**src/rtl/alu_unit.sv**
```systemverilog
// alu_unit: multi-cycle integer ALU with a ready/valid result handshake.
// ADD/SUB finish in one cycle. MUL (shift-add) and DIV (restoring) each take
// WIDTH iterations, one operand bit per cycle. A one-cycle DONE state pulses
// o_valid before the unit returns to IDLE.
module alu_unit #(
    parameter int WIDTH = 32
) (
    input  logic             clk,
    input  logic             reset,
    input  logic [WIDTH-1:0] i_a,
    input  logic [WIDTH-1:0] i_b,
    input  logic [1:0]       i_cmd,
    output logic [WIDTH-1:0] o_result,
    output logic             o_valid,
    output logic             o_ready
);

    localparam int CNT_W = $clog2(WIDTH);
    localparam logic [CNT_W-1:0] LAST_STEP = CNT_W'(WIDTH - 1);

    typedef enum logic [1:0] {
        IDLE = 2'd0,
        BUSY = 2'd1,
        DONE = 2'd2
    } state_e;

    typedef enum logic [1:0] {
        CMD_ADD = 2'd0,
        CMD_SUB = 2'd1,
        CMD_MUL = 2'd2,
        CMD_DIV = 2'd3
    } cmd_e;

    state_e           state_q, state_d;
    cmd_e             cmd_q, cmd_d;
    logic             ready_q, ready_d;
    logic [CNT_W-1:0] cnt_q, cnt_d;
    logic [WIDTH-1:0] result_q, result_d;
    // MUL: acc = partial product, opA = shifted multiplicand, opB = multiplier.
    // DIV: acc = partial remainder, opA = dividend shifting out / quotient
    // shifting in, opB = divisor (held).
    logic [WIDTH-1:0] acc_q, acc_d;
    logic [WIDTH-1:0] opA_q, opA_d;
    logic [WIDTH-1:0] opB_q, opB_d;

    logic [WIDTH-1:0] mulAcc;
    logic [WIDTH:0]   divTrial;
    logic [WIDTH-1:0] divDiff;
    logic             divOk;

    // State register; a low reset aborts any operation and clears the result.
    always_ff @(posedge clk) begin
        if (!reset) begin
            state_q  <= IDLE;
            cmd_q    <= CMD_ADD;
            ready_q  <= 1'b0;
            cnt_q    <= '0;
            result_q <= '0;
            acc_q    <= '0;
            opA_q    <= '0;
            opB_q    <= '0;
        end else begin
            state_q  <= state_d;
            cmd_q    <= cmd_d;
            ready_q  <= ready_d;
            cnt_q    <= cnt_d;
            result_q <= result_d;
            acc_q    <= acc_d;
            opA_q    <= opA_d;
            opB_q    <= opB_d;
        end
    end

    // Single iteration datapaths for MUL and DIV; remainder stays below the
    // divisor, so a successful trial subtraction always fits in WIDTH bits.
    always_comb begin
        mulAcc   = opB_q[0] ? (acc_q + opA_q) : acc_q;
        divTrial = {acc_q, opA_q[WIDTH-1]};
        divOk    = (divTrial >= {1'b0, opB_q});
        divDiff  = divTrial[WIDTH-1:0] - opB_q;
    end

    // Next-state logic: capture in IDLE, iterate in BUSY, pulse in DONE.
    always_comb begin
        state_d  = state_q;
        cmd_d    = cmd_q;
        cnt_d    = cnt_q;
        result_d = result_q;
        acc_d    = acc_q;
        opA_d    = opA_q;
        opB_d    = opB_q;

        case (state_q)
            IDLE: begin
                if (ready_q) begin
                    cmd_d = cmd_e'(i_cmd);
                    case (cmd_e'(i_cmd))
                        CMD_ADD: begin
                            result_d = i_a + i_b;
                            state_d  = DONE;
                        end
                        CMD_SUB: begin
                            result_d = i_a - i_b;
                            state_d  = DONE;
                        end
                        default: begin
                            acc_d   = '0;
                            opA_d   = i_a;
                            opB_d   = i_b;
                            cnt_d   = '0;
                            state_d = BUSY;
                        end
                    endcase
                end
            end
            BUSY: begin
                cnt_d = cnt_q + 1'b1;
                if (cmd_q == CMD_MUL) begin
                    acc_d = mulAcc;
                    opA_d = opA_q << 1;
                    opB_d = opB_q >> 1;
                end else begin
                    acc_d = divOk ? divDiff : divTrial[WIDTH-1:0];
                    opA_d = {opA_q[WIDTH-2:0], divOk};
                end
                if (cnt_q == LAST_STEP) begin
                    state_d  = DONE;
                    result_d = (cmd_q == CMD_MUL) ? mulAcc
                                                  : {opA_q[WIDTH-2:0], divOk};
                end
            end
            DONE: begin
                state_d = IDLE;
            end
            default: begin
                state_d = IDLE;
            end
        endcase

        ready_d = (state_d == IDLE);
    end

    assign o_result = result_q;
    assign o_valid  = (state_q == DONE);
    assign o_ready  = ready_q;

endmodule

```
**config.mk**
```make
export PLATFORM = sky130hd
export DESIGN_NAME = alu_unit
export DESIGN_NICKNAME = d
export VERILOG_FILES = /design/src/rtl/alu_unit.sv
export SDC_FILE = /design/constraint.sdc
export NUM_CORES = 1
export LEC_CHECK = 0
export CORE_ASPECT_RATIO = 2
export CORE_MARGIN = 8
export CORE_UTILIZATION = 55
export DETAILED_ROUTE_END_ITERATION = 8
export PLACE_DENSITY = 0.82
export RECOVER_POWER = 25
export SLEW_MARGIN = 0
export SYNTH_ARGS = -nofsm -noshare
export SYNTH_HDL_FRONTEND = slang
export SYNTH_SLANG_ARGS = --single-unit
```
**constraint.sdc**
```tcl
create_clock -name clk -period 11 [get_ports clk]
set_input_delay 1.1 -clock clk [delete_from_list [all_inputs] [get_ports clk]]
set_output_delay 1.1 -clock clk [all_outputs]
set_load 0.02 [all_outputs]
```
==> run_1/metal_stack.png <==
Bar = 20 um. Two of the layers only.
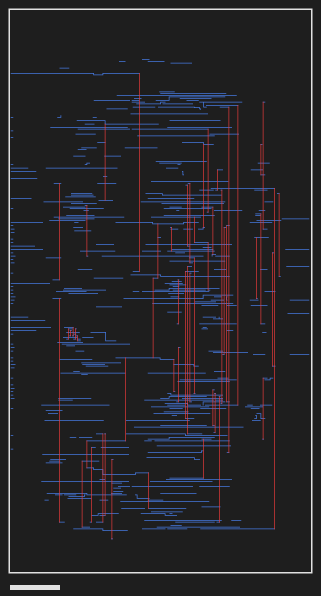
[met4] red | wire length: 1950 um
[met3] blue | wire length: 3560 um

==> run_1/final_congestion.png <==
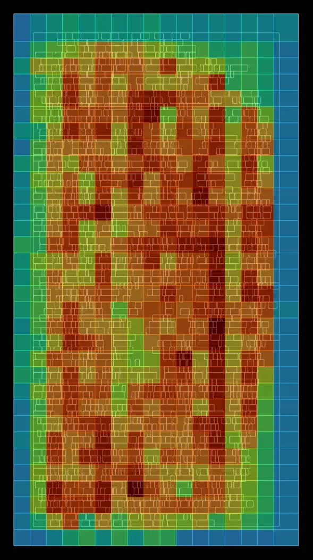
global routing usage summed across all routing layers: 30.1%
Post-Route Utilization: 63.1%
M2 GR Usage: 48.7%

==> reports/results.tsv, run 1 <==
stage	metric	value	unit
logic_synthesis	Syn Inst Count	1644	
sta	Least-Margin Pin Slew	3.17	ns
sta	final count of hold timing violations	0	
pwr	Leading power group	combinational cells	
logic_synthesis	part of the Yosys area used for sequential elements	22.9	%
critical_path	Slowest cell on crit path	clkdlybuf4s50_1	
detailed_routing	DRT antenna net count	0	
cts	CTS tree	done	
sta	number of failing setup endpoints in the final timing report	0	
die	fraction of the core area occupied by cells at floorplan	55.3	%
cts	post-cts gate resize count	0	
cells_and_area	number of filler cells placed in the layout	1909	
place	Worst Setup Slack post-DPL	4.89	ns
cells_and_area	number of non-clock buffers	117	
pwr	logic gate share of total power	42.2	%
cells_and_area	Area Overhead vs Synth	14.1	%
logic_synthesis	top comb family, area	AND-OR/OR-AND gates	
die	Rows	77	
cells_and_area	total number of sequential cells	138	
cells_and_area	area of all sequential standard cells	0.00276	mm2
detailed_routing	mean routed wirelength per cell	21.4	um
logic_synthesis	area share of the leading cell type in the synthesized netlist	22.9	%
critical_path	maximum fanout count along the critical path	6	
critical_path	required time at the endpoint of the critical path	11.16	ns
cells_and_area	Seq/total area	20.0	%
sta	post-layout worst setup margin	5.15	ns
pwr	leakage dissipation	5.77	nW
critical_path	Crit Path Category	input pin to flip-flop	
die	CORE AREA	0.0219	mm2
logic_synthesis	synthesized chip area reported by yosys	0.0121	mm2
global_routing	pin count of the biggest net entering global routing	72	
cts	number of setup buffers added after CTS	0	
detailed_routing	number of detailed-routing iterations run before antenna repair	8	
logic_synthesis	post-synthesis mux area share	3.14	%
flow_run	count of maximum capacitance violations	1	
logic_synthesis	syn_nets	1812	
place	HPWL after DPL	31700	um
detailed_routing	drt drc	0	
logic_synthesis	Synth Flop Type	dfxtp_1	
logic_synthesis	post-synth tally of flip-flops with integrated enable	0	
logic_synthesis	YS warnings	0	
detailed_routing	via total after detailed routing	12900	
run_status	status	finished with violations	
critical_path	Top cell by count, worst path	a21o_1	
logic_synthesis	Cell variety after synth	75	
logic_synthesis	post-synthesis async set-or-reset flop share	0	%
cts	CTS H-tree lvls	4	
critical_path	Largest stage delay, worst path	0.48	ns
cells_and_area	clk_buf instances	26	
cts	clock transition at the registers of the reported paths	0.06	ns
logic_synthesis	yosys stat cell total	1644	
cells_and_area	Non-Clock Buffer Area Fraction	8.17	%
logic_synthesis	cell types occupying the most area after synthesis	dfxtp_1, ha_1, a21oi_1	
pwr	Worst VDD drop	0.121	mV
critical_path	chain of cells forming the critical path	clkdlybuf4s50_1 > or3_1 > or3b_1 > or2_1 > or3_1 > nor2_1 > nand2_1 > o31ai_1 > xor2_1 > ha_1 > a21o_1 > nand2_1 > nand2b_1 > a21o_1 > a21o_1 > a31oi_1 > a211oi_1 > a21oi_1 > mux2i_1 > a31oi_1	
sta	Post-Route Skew	0.00695	ns
pwr	proportion of power drawn by the clock network	27.7	%
hold_path	worst min-delay path class	flip-flop to flip-flop	
pwr	power of the clock network	0.558	mW
run_status	violations in the final reports	capacitance limit, slew limit	
global_routing	antenna violations before repair	0	
critical_path	flop2flop setup slack	6.71	ns
cts	sink count of the clock tree	138	
cells_and_area	Non-Clock Inverter Count	61	
logic_synthesis	post-synthesis register bit count	138	
cts	count of hold-fix buffers inserted at cts	0	
logic_synthesis	post-synthesis instance area	0.0121	mm2
logic_synthesis	post-synthesis share of cell area spent on and, or, nand and nor gates	18.8	%
logic_synthesis	Mapped Avg Cell Area	7.35	um2
pwr	proportion of total power due to net switching	39.3	%
global_routing	vias in the first global route	12300	
die	die width	121	um
cells_and_area	Max-area cell class	multi-input combinational cells	
pwr	switching power summed over all nets	0.792	mW
pwr	share of power burned in registers	30.1	%
cells_and_area	layout cell share with drive strength beyond 1	4.74	%
sta	Pins Over Slew Limit	72	
detailed_routing	total wirelength of the detailed-routed design	41900	um
logic_synthesis	yosys xor share	8.61	%
cells_and_area	fraction of area in clock buffers and inverters	4.02	%
global_routing	overflow left after global routing	0	
pwr	areal power density over the cells	146	mW/mm2
die	total die size	0.0273	mm2
sta	final sum of negative setup slack	0	ns
logic_synthesis	largest area contributor in the synthesized netlist	dfxtp_1	
die	Die H	226	um
==> run_1/gate_families.png <==
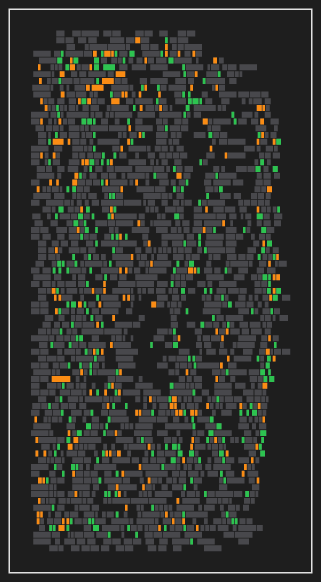
[NOR gates] orange | cells: 190 | most used: nor2_1 | where: all over the die
[NAND gates] green | cells: 272 | most used: nand2_1 | where: all over the die
Comb area share: 63.6%
number of standard cells in the final layout excluding fillers: 1962
most frequently placed logic cell in the final layout: nand2_1

[run 1: cell usage after synthesis (4+ instances only)]
cell type / instances
o21ai_1: 15
nand3b_1: 4
a22oi_1: 11
and2_1: 8
xnor2_1: 61
o31ai_1: 11
nand2b_1: 22
ha_1: 97
or3_1: 11
dfxtp_1: 138
and4_1: 4
a21o_1: 50
clkbuf_1: 93
buf_2: 8
xor2_1: 56
nor2_1: 154
a32o_1: 9
o221ai_1: 4
or2_2: 6
nand3_1: 24
and3_1: 6
a2111oi_0: 4
nor2b_1: 10
a31oi_1: 26
nand2_1: 205
nor4_1: 4
o22ai_1: 7
nor3_1: 17
a21oi_1: 158
inv_1: 59
mux2i_1: 21
a222oi_1: 5
a311oi_1: 36
mux2_2: 13
o21bai_1: 15
o21ai_0: 130
nand4_1: 17
a211oi_1: 18
a221oi_1: 13
o211ai_1: 41
[run 1: final timing paths]
kind	start	endpoint	depth (start not counted)
max	i_b[5]	o_result[30]	20
min reg2reg	opB_q[31]	opB_q[31]	2
max reg2reg	opB_q[13]	acc_q[24]	12
min	opB_q[31]	opB_q[31]	2
[run 1: state kept, by name, indices dropped and copies added (netlist names)]
register,count
opB_q,32
o_ready,1
cnt_q,5
cmd_q,2
o_result,32
opA_q,32
acc_q,32
state_q,2
[run 1: metal layers]
| layer | GRT usage (%) | wire length, um | share of wire (%) | vias to the layer above |
|---|---|---|---|---|
| met2 | 48.7 | 19400 | 46 | 693 |
| met4 | 15.5 | 1950 | 4.7 | 0 |
| met1 | 38.1 | 17000 | 41 | 6055 |
| met5 | 0 | 0 | 0 | - |
| li1 | - | - | - | 6063 |
| met3 | 4.06 | 3560 | 8.5 | 111 |
[run 1: critical path, delay by kind of cell]
family | cells | cell delay (ns)
AND/OR/NAND/NOR | 8 | 2.01
adder cells (fa/ha/maj) | 1 | 0.31
AND-OR/OR-AND | 8 | 1.70
multiplexers | 1 | 0.21
buffers and inverters | 1 | 0.48
XOR/XNOR | 1 | 0.18
[run 1: metrics by stage]
step                utilization [%]  instance area (um2)  hold slack, ns  instances
global route                   63.1                13800           0.506       1962
detailed placement             60.5                13200           0.466       1934
floorplan                         -                12100           0.446       1644
global placement               60.5                13200           0.455       1934
CTS                            63.1                13800           0.474       1962
finish                         63.1                13800           0.483       1962
[run 1: placed cells by master, fill, tap and decap left out, types with 7 or more instances in the layout]
cell type / instances
clkbuf_16: 17
nand3_1: 24
a32o_1: 9
buf_4: 15
o21bai_1: 15
clkdlybuf4s50_1: 67
xnor2_1: 61
nor2_1: 151
o211ai_1: 41
o21ai_1: 15
a31oi_1: 25
dlygate4sd3_1: 34
nand2b_1: 21
ha_1: 97
nor3_1: 17
dfxtp_1: 138
a221oi_1: 13
o22ai_1: 7
a21o_1: 50
a311oi_1: 36
a22oi_1: 11
a211oi_1: 18
mux2i_1: 21
xor2_1: 56
nor2b_1: 8
inv_1: 60
nand4_1: 17
or3_1: 11
nand2_1: 205
mux2_2: 13
and2_1: 8
o31ai_1: 11
a21oi_1: 156
o21ai_0: 130
==> run 2, diff against run 1 <==
CORE_UTILIZATION = 54   (was 55)
PLACE_DENSITY = 0.84   (was 0.82)
clock period = 5.15 ns   (was 11 ns; I/O delays follow)
==> reports/results.tsv, run 2 <==
stage	metric	value	unit	change
global_routing	vias in the first global route	12900		was 12300
cts	CTS tree	done		unchanged
logic_synthesis	part of the Yosys area used for sequential elements	22.9	%	unchanged
sta	final count of hold timing violations	0		unchanged
logic_synthesis	most instantiated library cell after synthesis	nand2_1		unchanged
sta	post-layout worst setup margin	0.489	ns	was 5.15 ns
logic_synthesis	Mapped Avg Cell Area	7.35	um2	unchanged
pwr	Worst VDD drop	0.245	mV	was 0.121 mV
run_status	violations in the final reports	capacitance limit, slew limit		unchanged
logic_synthesis	synthesized chip area reported by yosys	0.0121	mm2	unchanged
critical_path	chain of cells forming the critical path	clkdlybuf4s50_1 > or3_1 > or3b_1 > or2_1 > or3_1 > nor2_1 > nand2_1 > o31ai_1 > xor2_1 > ha_1 > a21o_1 > nand2_1 > nand2b_1 > a21o_1 > o21bai_1 > o211ai_1 > o21ai_0 > xnor2_1 > nor3_2 > a211o_1		was clkdlybuf4s50_1 > or3_1 > or3b_1 > or2_1 > or3_1 > nor2_1 > nand2_1 > o31ai_1 > xor2_1 > ha_1 > a21o_1 > nand2_1 > nand2b_1 > a21o_1 > a21o_1 > a31oi_1 > a211oi_1 > a21oi_1 > mux2i_1 > a31oi_1
cells_and_area	layout cell share with drive strength beyond 1	5.81	%	was 4.74%
detailed_routing	drt drc	0		unchanged
detailed_routing	via total after detailed routing	13200		was 12900
critical_path	flop2flop setup slack	1.21	ns	was 6.71 ns
pwr	areal power density over the cells	322	mW/mm2	was 146 mW/mm2
logic_synthesis	largest area contributor in the synthesized netlist	dfxtp_1		unchanged
logic_synthesis	yosys xor share	8.61	%	unchanged
logic_synthesis	YS warnings	0		unchanged
cts	CTS H-tree lvls	4		unchanged
logic_synthesis	top comb family, area	AND-OR/OR-AND gates		unchanged
die	fraction of the core area occupied by cells at floorplan	54.8	%	was 55.3%
logic_synthesis	post-synthesis mux area share	3.14	%	unchanged
pwr	leakage dissipation	5.85	nW	was 5.77 nW
cells_and_area	most frequently placed logic cells in the final layout	nand2_1, a21oi_1, nor2_1, dfxtp_1, o21ai_0		unchanged
sta	maximum frequency from static timing analysis	215	MHz	
flow_run	count of maximum capacitance violations	1		unchanged
critical_path	Largest stage delay, worst path	0.41	ns	was 0.48 ns
detailed_routing	mean routed wirelength per cell	25.0	um	was 21.4 um
detailed_routing	total wirelength of the detailed-routed design	49500	um	was 41900 um
cells_and_area	number of filler cells placed in the layout	2016		was 1909
sta	number of failing setup endpoints in the final timing report	0		unchanged
die	CORE AREA	0.0221	mm2	was 0.0219 mm2
logic_synthesis	cell types occupying the most area after synthesis	dfxtp_1, ha_1, a21oi_1		unchanged
global_routing	antenna violations before repair	0		unchanged
logic_synthesis	post-synth tally of flip-flops with integrated enable	0		unchanged
logic_synthesis	post-synthesis share of cell area spent on and, or, nand and nor gates	18.8	%	unchanged
die	Rows	77		unchanged
critical_path	Slowest cell on crit path	clkdlybuf4s50_1		unchanged
sta	final sum of negative setup slack	0	ns	unchanged
die	Die H	228	um	was 226 um
logic_synthesis	post-synthesis instance area	0.0121	mm2	unchanged
detailed_routing	number of detailed-routing iterations run before antenna repair	9		was 8
logic_synthesis	syn_nets	1812		unchanged
place	HPWL after DPL	37200	um	was 31700 um
cells_and_area	most frequently placed logic cell in the final layout	nand2_1		unchanged
logic_synthesis	post-synthesis register bit count	138		unchanged
cts	clock transition at the registers of the reported paths	0.07	ns	was 0.06 ns
logic_synthesis	area share of the leading cell type in the synthesized netlist	22.9	%	unchanged
sta	Least-Margin Pin Slew	2.07	ns	was 3.17 ns
cells_and_area	Area Overhead vs Synth	15.2	%	was 14.1%
logic_synthesis	Commonest cells post-synth	nand2_1, a21oi_1, nor2_1, dfxtp_1, o21ai_0		unchanged
logic_synthesis	Syn Inst Count	1644		unchanged
die	die width	122	um	was 121 um
sta	Post-Route Skew	0.00941	ns	was 0.00695 ns
global_routing	pin count of the biggest net entering global routing	78		was 72
critical_path	endpoint arrival time on the critical path	4.99	ns	was 6.01 ns
logic_synthesis	AND-OR/OR-AND share of the synthesized area	30.9	%	unchanged
critical_path	crit path capture type	flip-flop		unchanged
logic_synthesis	Synth Flop Type	dfxtp_1		unchanged
critical_path	Crit Path Category	input pin to flip-flop		unchanged
detailed_routing	DRT antenna net count	0		unchanged
logic_synthesis	Cell variety after synth	75		unchanged
cts	post-cts gate resize count	0		unchanged
cts	count of hold-fix buffers inserted at cts	0		unchanged
cts	number of setup buffers added after CTS	0		unchanged
global_routing	global routing usage summed across all routing layers	35.1	%	was 30.1%
sta	Pins Over Slew Limit	41		was 72
critical_path	maximum fanout count along the critical path	4		was 6
place	Worst Setup Slack post-DPL	0.0515	ns	was 4.89 ns
sta	Min Hold Slack	0.489	ns	was 0.483 ns
logic_synthesis	yosys stat cell total	1644		unchanged
cells_and_area	Post-Route Utilization	63.1	%	about the same
hold_path	worst min-delay path class	flip-flop to flip-flop		unchanged
critical_path	required time at the endpoint of the critical path	5.48	ns	was 11.16 ns
logic_synthesis	post-synthesis async set-or-reset flop share	0	%	unchanged
die	total die size	0.0277	mm2	was 0.0273 mm2
cts	sink count of the clock tree	138		unchanged
global_routing	overflow left after global routing	0		unchanged
run_status	status	finished with violations		unchanged
-- run 2: cells by family after synthesis --
kind of cell	after synthesis
DFF	138
muxes	36
buffers and inverters	164
and+or+nand+nor	505
xor gates and xnor gates	118
adders and majority gates	100
AOI/OAI and AO/OA	583
-- run 2: routing by layer --
layer | global-route usage, % | vias up | part of all wire (%)
li1 | - | 6117 | -
met1 | 32.2 | 6164 | 32
met5 | 0 | - | 0
met4 | 36.6 | 0 | 12
met2 | 62.2 | 681 | 50
met3 | 5.91 | 281 | 6.8
-- run 2: worst paths after layout --
check	start	end	cells after the start
worst max-delay path	i_b[5]	o_result[31]	20
worst min-delay path	opB_q[31]	opB_q[31]	2
worst max register to register	opB_q[12]	acc_q[13]	12
worst min register to register	opB_q[31]	opB_q[31]	2
-- run 2: power by group --
part	total, mW	internal [mW]	switching (mW)
logic	1.89	0.716	1.18
registers	1.33	1.18	0.145
clock network	1.27	0.724	0.543
total	4.49	2.62	1.87
-- run 2: final cells by class --
class	count	area, um2	area share, %
diodes	2	5.00	0.0359
clock buffers	17	425	3.06
clock inverters	14	161	1.16
inverters	61	229	1.64
multi-input cells	1342	8760	62.9
flip-flops and latches	138	2760	19.8
well taps	276	345	2.48
repair buffers	131	1230	8.85
-- run 2: critical path: cells and delay by family --
family | cells | cell delay (ns)
and+or+nand+nor | 9 | 1.98
buffers and inverters | 1 | 0.41
AOI/OAI and AO/OA | 7 | 1.47
xor gates and xnor gates | 2 | 0.35
adders and majority gates | 1 | 0.26
-- run 2: per-stage QoR --
stage	cell area, um2	std cells
CTS	13900	1979
finish	13900	1981
global route	13900	1979
floorplan	12100	1644
detailed placement	13300	1948
global placement	13300	1948
==> run_2/metal_stack.png <==
Bar = 20 um. Two of the layers only.
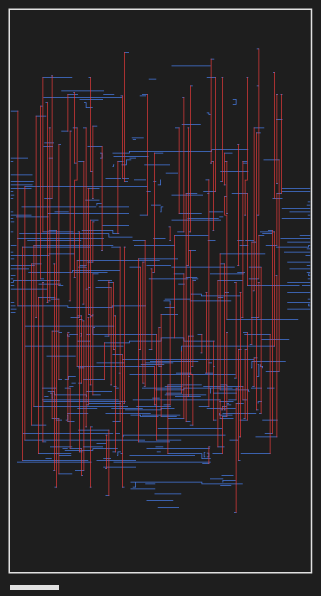
[met3] blue | wire length: 3350 um
[met4] red | wire length: 5830 um

Power and IR drop assume default switching activity.
